==> config.mk <==
export PLATFORM = sky130hd
export DESIGN_NAME = dp_ram_arb
export DESIGN_NICKNAME = d
export VERILOG_FILES = /design/src/rtl/dp_ram_pkg.sv /design/src/rtl/rr_pick.sv /design/src/rtl/dp_ram_arb.sv
export SDC_FILE = /design/constraint.sdc
export NUM_CORES = 1
export LEC_CHECK = 0
export CORE_AREA = 4 4 186 188
export DETAILED_ROUTE_END_ITERATION = 8
export DIE_AREA = 0 0 190 192
export GPL_TIMING_DRIVEN = 0
export HOLD_SLACK_MARGIN = 0.12
export SYNTH_ARGS = -nofsm -noshare
export SYNTH_HDL_FRONTEND = slang
export SYNTH_SLANG_ARGS = --single-unit
==> constraint.sdc <==
create_clock -name clk -period 5.2 [get_ports clk]
set_input_delay 1.04 -clock clk [delete_from_list [all_inputs] [get_ports clk]]
set_output_delay 1.04 -clock clk [all_outputs]
set_load 0.01 [all_outputs]
==> src/rtl/dp_ram_pkg.sv <==
// Shared widths and arbiter state encoding for the dp_ram port arbiters.
package dp_ram_pkg;

    typedef enum logic {
        ARB   = 1'b0,
        CLEAR = 1'b1
    } arb_state_t;

    function automatic int dw_of(input int l2width);
        return 8 << l2width;
    endfunction

    function automatic int bw_of(input int l2width);
        return 1 << l2width;
    endfunction

    function automatic int aw_of(input int l2size, input int l2width);
        return l2size - l2width;
    endfunction

endpackage

==> src/rtl/rr_pick.sv <==
// Round-robin priority picker: first set bit of valid at or above ptr, with wrap.
module rr_pick #(
    parameter  int N  = 3,
    localparam int IW = (N > 1) ? $clog2(N) : 1
) (
    input  logic [N-1:0]  valid,
    input  logic [IW-1:0] ptr,
    output logic [N-1:0]  grant,
    output logic [IW-1:0] idx,
    output logic          any
);

    // Walk the search order backwards so the nearest requester is assigned last.
    always_comb begin
        int j;
        grant = '0;
        idx   = '0;
        any   = 1'b0;
        for (int k = N - 1; k >= 0; k--) begin
            j = (int'(ptr) + k) % N;
            if (valid[j]) begin
                grant    = '0;
                grant[j] = 1'b1;
                idx      = IW'(j);
                any      = 1'b1;
            end
        end
    end

endmodule

==> src/rtl/dp_ram_arb.sv <==
// Round-robin arbiter sharing one synchronous dp_ram port between NREQ requesters.
// Optional DP_RAM_ARB_CLEAR_EN adds a full-RAM zeroing sequence (clear_start/clear_done).
module dp_ram_arb
    import dp_ram_pkg::*;
#(
    parameter  int L2WIDTH = 3,
    parameter  int L2SIZE  = 14,
    parameter  int NREQ    = 3,
    localparam int DW      = dw_of(L2WIDTH),
    localparam int BW      = bw_of(L2WIDTH),
    localparam int AW      = aw_of(L2SIZE, L2WIDTH)
) (
    input  logic                 clk,
    input  logic                 reset,
    input  logic [NREQ-1:0]      req_valid,
    output logic [NREQ-1:0]      req_ready,
    input  logic [NREQ-1:0]      req_lock,
    input  logic [NREQ*AW-1:0]   req_addr,
    input  logic [NREQ*DW-1:0]   req_wr_data,
    input  logic [NREQ-1:0]      req_we,
    input  logic [NREQ*BW-1:0]   req_bwe,
    output logic [NREQ-1:0]      rsp_valid,
    output logic [DW-1:0]        rsp_rd_data,
    output logic [AW-1:0]        ram_addr,
    output logic [DW-1:0]        ram_wr_data,
    input  logic [DW-1:0]        ram_rd_data,
    output logic                 ram_enable,
    output logic                 ram_WE,
    output logic [BW-1:0]        ram_BWE
`ifdef DP_RAM_ARB_CLEAR_EN
   ,input  logic                 clear_start,
    output logic                 clear_done
`endif
);

    localparam int IW = $clog2(NREQ);

    arb_state_t      state;
    logic [IW-1:0]   rr_ptr;
    logic [IW-1:0]   lock_idx;
    logic            lock_vld;
    logic            lock_hit;
    logic [NREQ-1:0] pick_gnt;
    logic [IW-1:0]   pick_idx;
    logic            pick_any;
    logic [NREQ-1:0] gnt_oh;
    logic [IW-1:0]   gnt_idx;
    logic [IW-1:0]   sel;
    logic [IW-1:0]   ptr_nxt;
    logic            accept;

    rr_pick #(.N(NREQ)) u_pick (
        .valid (req_valid),
        .ptr   (rr_ptr),
        .grant (pick_gnt),
        .idx   (pick_idx),
        .any   (pick_any)
    );

    // A held lock only wins while its owner keeps asking; otherwise fall back to rotation.
    assign lock_hit = lock_vld & req_valid[lock_idx];
    assign gnt_idx  = lock_hit ? lock_idx : pick_idx;
    assign accept   = (state == ARB) & (lock_hit | pick_any);
    assign sel      = accept ? gnt_idx : rr_ptr;
    assign ptr_nxt  = (gnt_idx == IW'(NREQ - 1)) ? '0 : gnt_idx + 1'b1;

    always_comb begin
        gnt_oh = pick_gnt;
        if (lock_hit) begin
            gnt_oh           = '0;
            gnt_oh[lock_idx] = 1'b1;
        end
    end

    assign req_ready   = accept ? gnt_oh : '0;
    assign rsp_rd_data = ram_rd_data;

`ifdef DP_RAM_ARB_CLEAR_EN
    logic          clr_start_q;
    logic [AW-1:0] clr_addr;
`endif

    always_comb begin
        ram_enable  = accept;
        ram_addr    = req_addr[sel*AW +: AW];
        ram_wr_data = req_wr_data[sel*DW +: DW];
        ram_WE      = req_we[sel];
        ram_BWE     = req_we[sel] ? req_bwe[sel*BW +: BW] : '0;
`ifdef DP_RAM_ARB_CLEAR_EN
        if (state == CLEAR) begin
            ram_enable  = 1'b1;
            ram_addr    = clr_addr;
            ram_wr_data = '0;
            ram_WE      = 1'b1;
            ram_BWE     = '1;
        end
`endif
    end

    always_ff @(posedge clk or negedge reset) begin
        if (!reset) begin
            rr_ptr    <= '0;
            lock_vld  <= 1'b0;
            lock_idx  <= '0;
            rsp_valid <= '0;
        end else begin
            rsp_valid <= (accept && !req_we[gnt_idx]) ? gnt_oh : '0;
            if (accept) begin
                rr_ptr   <= ptr_nxt;
                lock_vld <= req_lock[gnt_idx];
                lock_idx <= gnt_idx;
            end else if (lock_vld && !req_valid[lock_idx]) begin
                lock_vld <= 1'b0;
            end
        end
    end

`ifdef DP_RAM_ARB_CLEAR_EN
    // Clear sequencer: edge-triggered start, one word per cycle, done pulse after the last word.
    always_ff @(posedge clk or negedge reset) begin
        if (!reset) begin
            state       <= ARB;
            clr_addr    <= '0;
            clr_start_q <= 1'b0;
            clear_done  <= 1'b0;
        end else begin
            clr_start_q <= clear_start;
            clear_done  <= 1'b0;
            case (state)
                ARB: begin
                    if (clear_start && !clr_start_q) begin
                        state    <= CLEAR;
                        clr_addr <= '0;
                    end
                end
                CLEAR: begin
                    clr_addr <= clr_addr + 1'b1;
                    if (clr_addr == '1) begin
                        state      <= ARB;
                        clear_done <= 1'b1;
                    end
                end
                default: state <= ARB;
            endcase
        end
    end
`else
    assign state = ARB;
`endif

endmodule

==> metrics.cfg, run 1 <==
[synthesis]
ys_chip_area_sq_um = 3080
ff_type = dfrtp_1
yosysMostFrequentCell = mux2i_1
synthArstFlopShare_pct = 100.0
syn_nets = 764
mux_share_pct = 29.45
synth-adder-area-share_pct = 1.625
synthXorXnorAreaFrac_pct = 0
netlist.area_leader.share_pct = 28.27
compound_area_share_pct = 23.27
synth-edff-count = 0

[detailed_routing]
drcViolationCount = 0
antenna_left = 0
drt_iter0_drc = 269
vias = 4794
wl_per_cell_microns = 16.22
route.met2.wl_mm = 11.14
viasPerCell = 3.654
wl_met3_mm = 1.967

[sta]
finalSetupTns_ps = 0
period_used_pct = 98.55
fmax_mhz = 195.1
slew_headroom_pct = 72.14
worst_slew_pin_slew_ps = 416.1
finalHoldViolations = 0

[placed_design]
finalWeightedCongestion = 0.7809
preCtsSetupSlack_ps = -880.5

[pwr]
finalPower_mw = 5.603
switchingPower_mw = 2.754
p_per_area_nw_per_um2 = 688.5
intPower_mw = 2.850
pwr-share-seq_pct = 2.1

[layout]
clockNetworkAreaShare_pct = 0.9225
sh_comb_area_pct = 27.01
final_cell_mix = clkdlybuf4s50_1 (357), mux2i_1 (85), nand2_1 (79), buf_4 (79), o21ai_0 (67)
flop_area_sq_um = 200.2
logic_gate_count = 325
fin_area_sq_um = 8138
drive_above_1_share_pct = 14.39

[clock_network]
path_clk_slew_ps = 30
post-cts-setup-buffers = 9
h-tree-depth = 1
ctsResizeCount = 54
clock_path_buffers = 2

[critical_path]
crit_arrival_ps = 4080
critPathBufInv = 6
reg2reg_setup_slack_ps = 2550
worstSetupStartpointType = input pin
crit_end = ram_BWE[7]
crit_path_max_fanout = 10
worstSetupEndpointType = output pin

[run_status]
status = finished, final reports clean

[global_route]
use_met1_pct = 10.83
grt_pass1_vias = 4873
grt.busiest_layer = met2
use_met3_pct = 2.599
grt_pass1_wl_mm = 27.84

[floorplanning]
tap_cells = 448
rows = 67
dieWidth_microns = 190
core-area_sq_um = 33110

[min_path]
hold_class = reg -> reg

[job]
warnings = 29

-- run 1: power by group through the flow --
| stage | logic, mW | clock network (mW) | registers [mW] |
|---|---|---|---|
| after floorplan | 2.60 | 0 | 0.116 |
| after global placement | 5.31 | 0 | 0.117 |
| after detailed placement | 5.32 | 0 | 0.118 |
| after CTS | 5.52 | 0.128 | 0.118 |
| after global routing | 5.77 | 0.133 | 0.121 |
| final | 5.36 | 0.127 | 0.118 |
-- run 1: state kept, by name, indices dropped and copies added (netlist names) --
name / count
rsp_valid: 3
lock_idx: 2
rr_ptr: 2
lock_vld: 1
-- run 1: cells by family after synthesis --
group / after synthesis
multiplexers: 90
AND/OR/NAND/NOR: 115
buffers and inverters: 103
AND-OR/OR-AND: 116
flip-flops: 8
adder cells (fa/ha/maj): 4
### Cell sizes after repair, run 1

Scale bar: 50 microns.
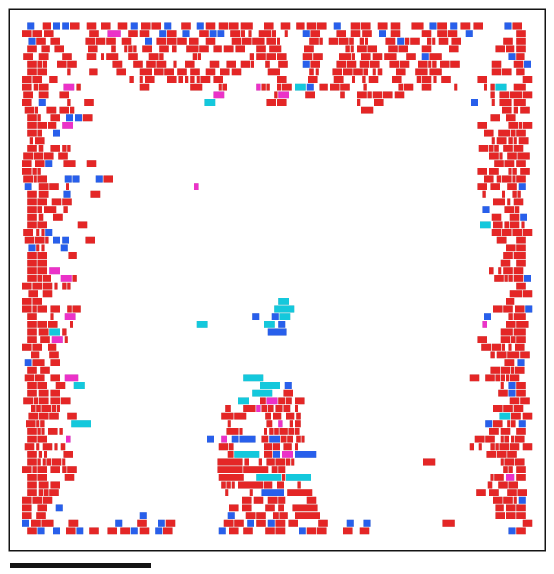
[x2] magenta | cells: 20 | share: 2.3% | most used: o221a_2
[x3 and x4] blue | cells: 84 | share: 9.7% | most used: buf_4
[x6 and larger] cyan | cells: 20 | share: 2.3% | most used: buf_6
[x1 and smaller] red | cells: 738 | share: 86% | most used: clkdlybuf4s50_1

### The clock network, run 1

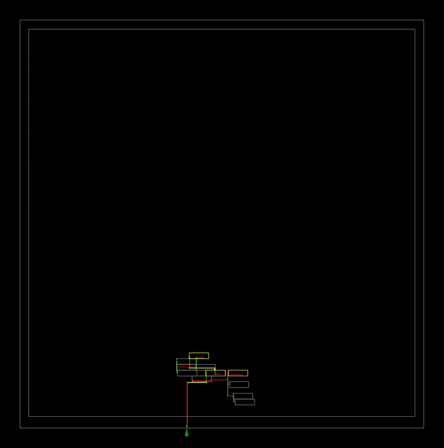
CLK BUF: 3
clock buffer count from CTS: 3
clock skew after layout: 3.639 ps
clock sinks: 8
clock network power: 0.127 mW

### Clock wires, drivers and flops, run 1

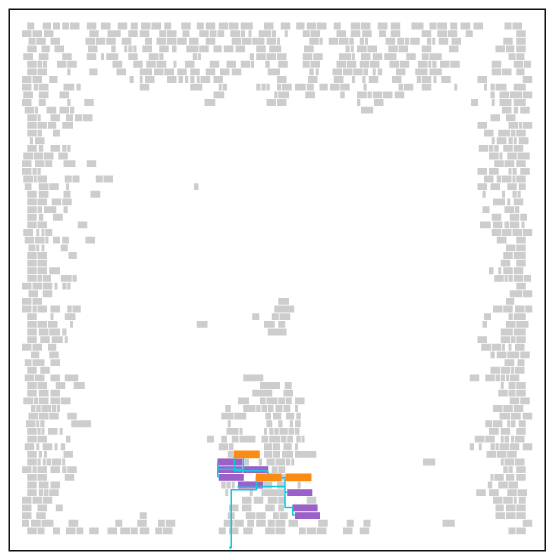
[clock-net drivers] orange | count: 3
[flip-flops] purple | count: 8
[clock wires] cyan | length: 124 microns
routed clock nets: 4
clk_lat worst skew: 230 ps
clock network fraction of total power: 2.3%

### Cell classes on the final placement, run 1

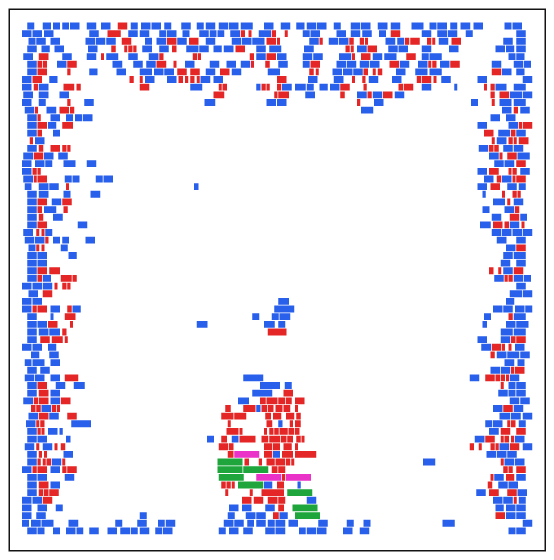
[remaining buffers and delay cells] blue | cells: 520 | share of their area: 67%
[registers] green | cells: 8 | share of their area: 2.6%
[clock-net drivers] magenta | cells: 3 | share of their area: 0.99%
[remaining logic cells] red | cells: 331 | share of their area: 29%

## Run 2: what changed since run 1
Settings changed: CORE_AREA 4 4 186 188 to 2 2 184 186, DIE_AREA 0 0 190 192 to 0 0 186 188.
### Clock wires, drivers and flops, run 2

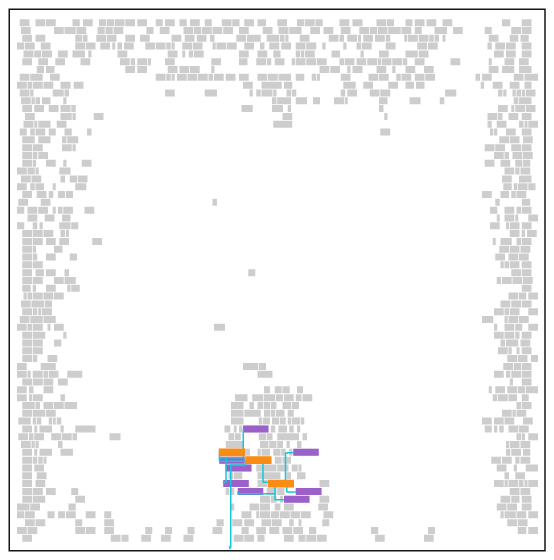
[clock-net drivers] orange | count: 3
[flip-flops] purple | count: 8
[clock wires] cyan | length: 138 microns
routed clock nets: 4
flops lie: bottom center
clock skew after layout: 3.499 ps
clock network power: 0.129 mW

==> run 2 against run 1 <==
Via count is 0.42% higher. Die size is 4.1% lower. Cell count is 0.46% lower. Setup slack worse by 14 ps. Worst hold slack better by 48 ps. Utilization is 0.14 points lower. Global-route usage is 0.88 points higher. Critical path type unchanged. Highest routed layer is now met5.
==> metrics.cfg, run 2 <==
[global_route]
use_met1_pct = 10.09
grt.busiest_layer = met2
grt_pass1_vias = 4928
use_met3_pct = 2.175

[pwr]
combinationalPower_mw = 5.25
clkPwrFrac_pct = 2.3
finalPower_mw = 5.500
pwr-share-seq_pct = 2.2
p_per_area_nw_per_um2 = 679.8
p_seq_mw = 0.122
power.group.top = combinational logic

[sta]
finalSetupTns_ps = 0
worst_slew_pin_slew_ps = 451.3
finalHoldViolations = 0
slew_headroom_pct = 69.65

[detailed_routing]
viasPerCell = 3.686
wl_met3_mm = 1.922
antenna_left = 0
vias = 4814
drcViolationCount = 0
wl_per_cell_microns = 16.23

[layout]
drive_above_1_share_pct = 14.34
fin_area_sq_um = 8090
clockNetworkAreaShare_pct = 0.9279
reg.largest.list = rsp_valid (3), lock_idx (2), rr_ptr (2)
top_register = rsp_valid
final_cell_mix = clkdlybuf4s50_1 (351), mux2i_1 (84), nand2_1 (79)
largest_register_ff_count = 3

[run_status]
status = finished, final reports clean

[floorplanning]
dieWidth_microns = 186
core-area_sq_um = 33110
rows = 67

[synthesis]
ff_type = dfrtp_1
ys_chip_area_sq_um = 3080
netlist.area_leader.share_pct = 28.27
synth-edff-count = 0
synthArstFlopShare_pct = 100.0
syn_nets = 764

[critical_path]
crit_path_max_fanout = 10
crit_arrival_ps = 4100
worstSetupStartpointType = input pin

[clock_network]
cts_buffers = 3
clock_path_buffers = 2
ctsResizeCount = 61
path_clk_slew_ps = 40
clkLatencyLatePin_ps = 230

### Cell classes on the final placement, run 2

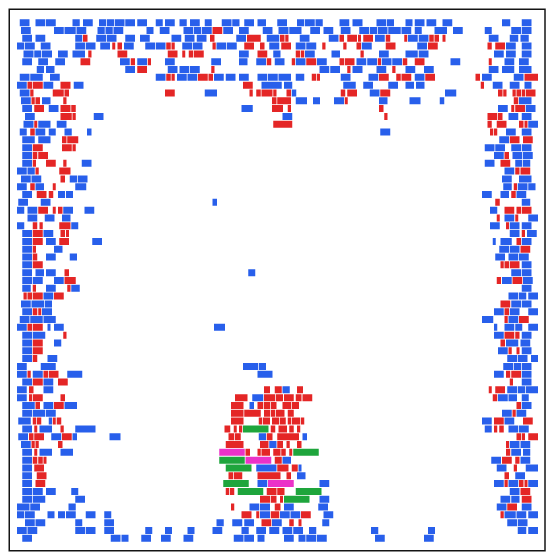
[remaining buffers and delay cells] blue | cells: 516 | share of their area: 67%
[registers] green | cells: 8 | share of their area: 2.7%
[clock-net drivers] magenta | cells: 3 | share of their area: 1.0%
[remaining logic cells] red | cells: 331 | share of their area: 30%

-- run 2: logic make-up after synthesis --
group	synth area share, %
AND/OR/NAND/NOR	15.64
buffers and inverters	23.52
flip-flops	6.499
AND-OR/OR-AND	23.27
adder cells (fa/ha/maj)	1.625
multiplexers	29.45
-- run 2: final timing paths --
path | start | to | slack [ps] | cells past startpoint
min reg2reg | lock_idx[1] | lock_idx[1] | 650 | 2
min | lock_idx[1] | lock_idx[1] | 650 | 2
min in group asynchronous | reset | lock_vld | 1100 | 1
max | req_valid[0] | ram_wr_data[32] | 60 | 12
max reg2reg | rr_ptr[0] | rsp_valid[0] | 2510 | 11
max in group asynchronous | reset | lock_idx[0] | 3820 | 1
## Run 3: what changed since run 2
Settings changed: SLEW_MARGIN set to 5.
### Clock wires, drivers and flops, run 3

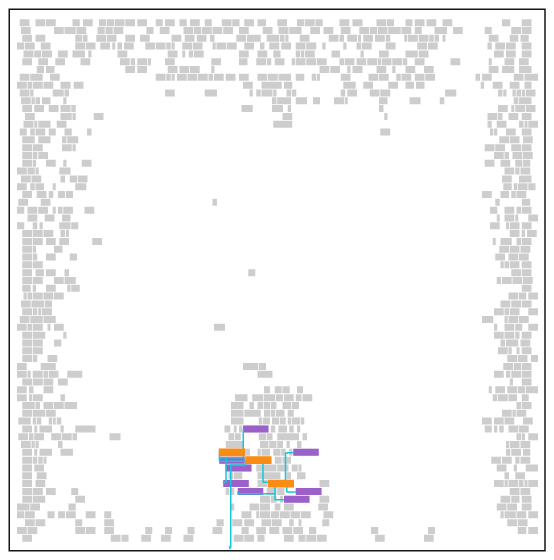
[clock wires] cyan | length: 138 microns
[clock-net drivers] orange | count: 3
[flip-flops] purple | count: 8
routed clock nets: 4
flops lie: bottom center

==> run 3 against run 2 <==
Clock skew unchanged. Global-route usage unchanged. Utilization unchanged. Die size unchanged. Worst hold slack unchanged. Critical path depth unchanged. Cell count unchanged. Fmax unchanged. Clock power about the same. Critical endpoint unchanged. Flip-flop count unchanged. Power unchanged.
==> metrics.cfg, run 3 <==
[run_status]
status = finished, final reports clean

[pwr]
pwr-share-seq_pct = 2.2
switchingPower_mw = 2.713
p_per_area_nw_per_um2 = 679.8
intPower_mw = 2.787
clkPwrFrac_pct = 2.3
power.group.top = combinational logic

[synthesis]
synth-edff-count = 0
netlist.area_leader.share_pct = 28.27
syn_nets = 764
ff_type = dfrtp_1

[min_path]
hold_class = reg -> reg
min_to = lock_idx[1]
min-delay-start = lock_idx[1]
hold_depth = 2

[sta]
slew_headroom_pct = 69.65
worst_slew_pin_slew_ps = 451.3
finalSetupTns_ps = 0
fmax_mhz = 194.6
skew_ps = 3.499
finalHoldViolations = 0
period_used_pct = 98.82

[detailed_routing]
antenna_left = 0
route.met2.wl_mm = 11.68
wl_per_cell_microns = 16.23
drt_iter0_drc = 147
viasPerCell = 3.686
drcViolationCount = 0

[job]
warnings = 30

[layout]
sh_comb_area_pct = 27.25
fin_area_sq_um = 8090
flop_area_sq_um = 200.2
logic_gate_count = 325
clkbuf_count = 3
final_cell_mix = clkdlybuf4s50_1 (351), mux2i_1 (84), nand2_1 (79)
drive_above_1_share_pct = 14.34

[clock_network]
cts_buffers = 3
clock_path_buffers = 2
ctsResizeCount = 61

[global_route]
grt.busiest_layer = met2
use_met1_pct = 10.09
use_met3_pct = 2.175
grt_pass1_wl_mm = 28.09

[critical_path]
reg2reg_setup_slack_ps = 2510
rr_endpoint = rsp_valid[0]
cp.depth = 12
critPathLaunch = req_valid[0]
worstSetupEndpointType = output pin

[floorplanning]
core-area_sq_um = 33110
dieWidth_microns = 186
tap_cells = 448

[placed_design]
finalWeightedCongestion = 0.8189

### The clock network, run 3

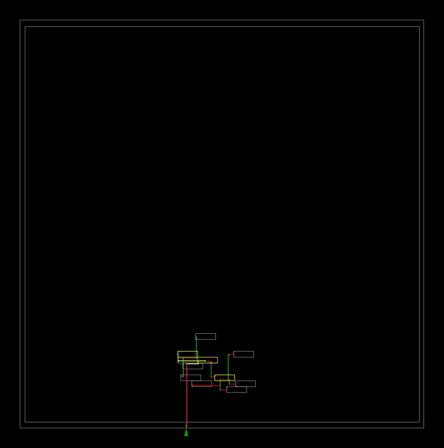
flip-flops: 8

==> run 3: per-stage QoR <==
| step | worst slack, ps | hold WS (ps) | std cells | power (mW) |
|---|---|---|---|---|
| 6_report | 61.37 | 651.9 | 1306 | 5.500 |
| 5_1_grt | -68.49 | 714.5 | 1306 | 5.933 |
| 4_1_cts | 3.251 | 621.8 | 1306 | 5.644 |
| 3_5_place_dp | -755.6 | 607.6 | 1297 | 5.404 |
| 3_3_place_gp | -761.4 | 584.4 | 1297 | 5.403 |
| 2_1_floorplan | 863.4 | 558.4 | 436 | 2.719 |
==> run 3: kinds of logic (layout without fill, tap and decap cells) <==
group           after synthesis  in the layout  synth area share [%]
mux                          90             90                 29.45
compound gates              116            116                 23.27
fa+ha+maj                     4              4                 1.625
flops                         8              8                 6.499
buf+inv                     103            525                 23.52
simple gates                115            115                 15.64
No activity file was given, so power comes from the tool's default toggle rates.
